<file path="src/rtl/instr_dispatch.sv">
// instr_dispatch: buffers received instructions and issues them one at a time,
// requesting a register-file dump after each retire or retire timeout.
module instr_dispatch #(
    parameter int DEPTH          = 4,
    parameter int RETIRE_TIMEOUT = 1023
) (
    input  logic                   clk12,
    input  logic                   rst,
    input  logic [31:0]            instruction,
    input  logic                   instruction_rcv,
    output logic [31:0]            instr_out,
    output logic                   instr_valid,
    input  logic                   instr_ready,
    input  logic                   retired,
    output logic                   do_write,
    input  logic                   tx_ready,
    output logic [$clog2(DEPTH):0] count,
    output logic                   overflow,
    output logic                   timeout
);
    localparam int AW = $clog2(DEPTH);
    localparam int TW = $clog2(RETIRE_TIMEOUT + 1);

    typedef enum logic [2:0] {DUMP_REQ, DUMP_WAIT, IDLE, ISSUE, EXEC} state_t;

    state_t        state;
    logic [31:0]   mem [DEPTH];
    logic [AW-1:0] wr_ptr, rd_ptr;
    logic [TW-1:0] timer;
    logic          rcv_q, txr_q;
    logic          push, pop, full, push_ok, tx_fall;

    assign push        = instruction_rcv & ~rcv_q;
    assign tx_fall     = ~tx_ready & txr_q;
    assign full        = count == (AW+1)'(DEPTH);
    assign pop         = instr_valid & instr_ready;
    // a full FIFO still takes a word when the head leaves in the same cycle
    assign push_ok     = push & (~full | pop);
    assign instr_valid = state == ISSUE;
    assign do_write    = state == DUMP_REQ;
    assign instr_out   = mem[rd_ptr];

    always_ff @(posedge clk12)
        if (push_ok) mem[wr_ptr] <= instruction;

    always_ff @(posedge clk12) begin
        rcv_q <= instruction_rcv;
        txr_q <= tx_ready;
        if (rst) begin
            state    <= DUMP_REQ;
            wr_ptr   <= '0;
            rd_ptr   <= '0;
            count    <= '0;
            overflow <= 1'b0;
            timeout  <= 1'b0;
            timer    <= '0;
        end else begin
            if (push_ok) wr_ptr <= wr_ptr + 1'b1;
            if (pop) rd_ptr <= rd_ptr + 1'b1;
            count <= count + (AW+1)'(push_ok) - (AW+1)'(pop);
            if (push & ~push_ok) overflow <= 1'b1;
            case (state)
                IDLE:      if (count != '0) state <= ISSUE;
                ISSUE:     if (instr_ready) begin
                    state <= EXEC;
                    timer <= TW'(RETIRE_TIMEOUT);
                end
                EXEC: begin
                    timer <= timer - 1'b1;
                    // a retire on the final timer cycle wins over the timeout
                    if (retired) state <= DUMP_REQ;
                    else if (timer == '0) begin
                        timeout <= 1'b1;
                        state   <= DUMP_REQ;
                    end
                end
                DUMP_REQ:  if (tx_ready) state <= DUMP_WAIT;
                DUMP_WAIT: if (tx_fall) state <= IDLE;
                default:   state <= DUMP_REQ;
            endcase
        end
    end
endmodule

</file>
<file path="config.mk">
export PLATFORM = sky130hd
export DESIGN_NAME = instr_dispatch
export DESIGN_NICKNAME = d
export VERILOG_FILES = /design/src/rtl/instr_dispatch.sv
export SDC_FILE = /design/constraint.sdc
export NUM_CORES = 1
export LEC_CHECK = 0
export CORE_ASPECT_RATIO = 0.7
export CORE_MARGIN = 3
export CORE_UTILIZATION = 35
export DETAILED_ROUTE_END_ITERATION = 12
export GPL_TIMING_DRIVEN = 0
export PLACE_DENSITY = 0.65
export SETUP_SLACK_MARGIN = 0.4
export SLEW_MARGIN = 15
export SYNTH_ARGS = -nofsm -noshare
export SYNTH_HDL_FRONTEND = slang
export SYNTH_SLANG_ARGS = --single-unit
</file>
<file path="constraint.sdc">
create_clock -name clk12 -period 2.2 [get_ports clk12]
set_input_delay 0.33 -clock clk12 [delete_from_list [all_inputs] [get_ports clk12]]
set_output_delay 0.33 -clock clk12 [all_outputs]
set_load 0.005 [all_outputs]
</file>
Routing congestion:
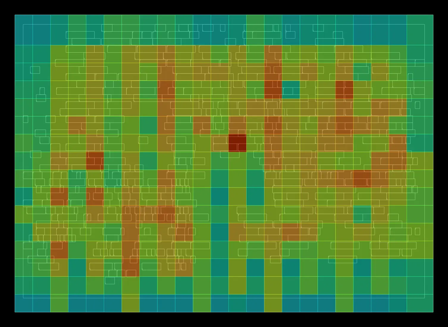
Total GRT Usage: 13.51%
routed length per placed instance: 18.72 um
met2 GRT Util: 20.78%

Zoomed window:
Region (28, 74) to (53, 99) um. Cells in gray, sequential cells in the stronger gray; small squares are vias.
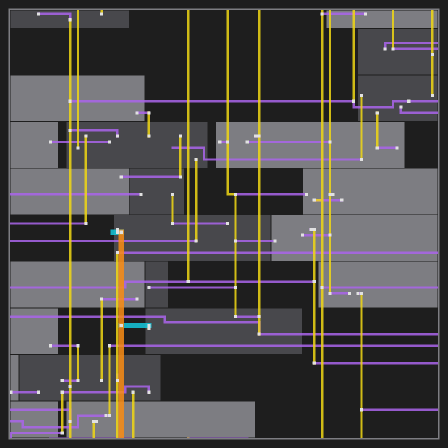
color	layer
cyan	met3
yellow	met2
orange	met4
purple	met1
netlist names of flops here include	mem (8)
most frequent	edfxtp_1 (8), mux4_2 (3), clkbuf_16 (2)
sequential cells in the window	8
cells with their middle in the window	15

==> impl_metrics.toml <==
# flow metrics
[drt]
ant_nets = 0
vias_per_cell = 4.861
num_vias = 3291
drt-total-wl_um = 12680

[min_path]
min_from = "rst"
min_path_cells = 3

[grt]
busiest_layer = "met2"
grt_max_degree = 33

[floorplanning]
fp_util_pct = 36.16
io_pins = 77
core_area_um2 = 16490
fp.dieArea_um2 = 18670

[yosys]
ys_seq_share_pct = 73.17
ys_sh_adder_pct = 2.014
netlist_area_um2 = 5964
syn-num-nets = 352
area_leaders = "edfxtp_1 (64%), mux4_2 (12%), dfxtp_1 (8.7%), ha_1 (1.7%), a311oi_1 (1.2%)"
yosysTopAreaCellShare_pct = 64.44

[layout]
fillers = 1404
top_register = "mem"
final_cell_mix = "edfxtp_1 (128), clkdlybuf4s50_1 (40), buf_6 (33)"
design_area_um2 = 8193
design.seq.count = 154
postLayoutCoreUtil_pct = 49.67

[timing]
layout_setup_ws_ps = -82.88
worst-slew-pin-transition_ps = 559.5
setup_viol = 1
tns_ps = -82.88
holdWs_ps = 255.8

[power]
p_sw_share_pct = 21.25
pg_seq_w = 0.00327
p_leak_nw = 2.796

[cts]
post_cts_buffers = 14
cts_buffers = 17

[placement]
io_buffers = 75

[flow_run]
cap_violations = 0
warnings = 33

[setup_path]
worstPathArrival_ps = 2570
cp.depth = 11
r2r_slack_ps = -80
crit_path_start_kind = "register"
slowest_delay_ps = 350

[outcome]
status = "complete, but fails checks"
violations = "negative setup slack"
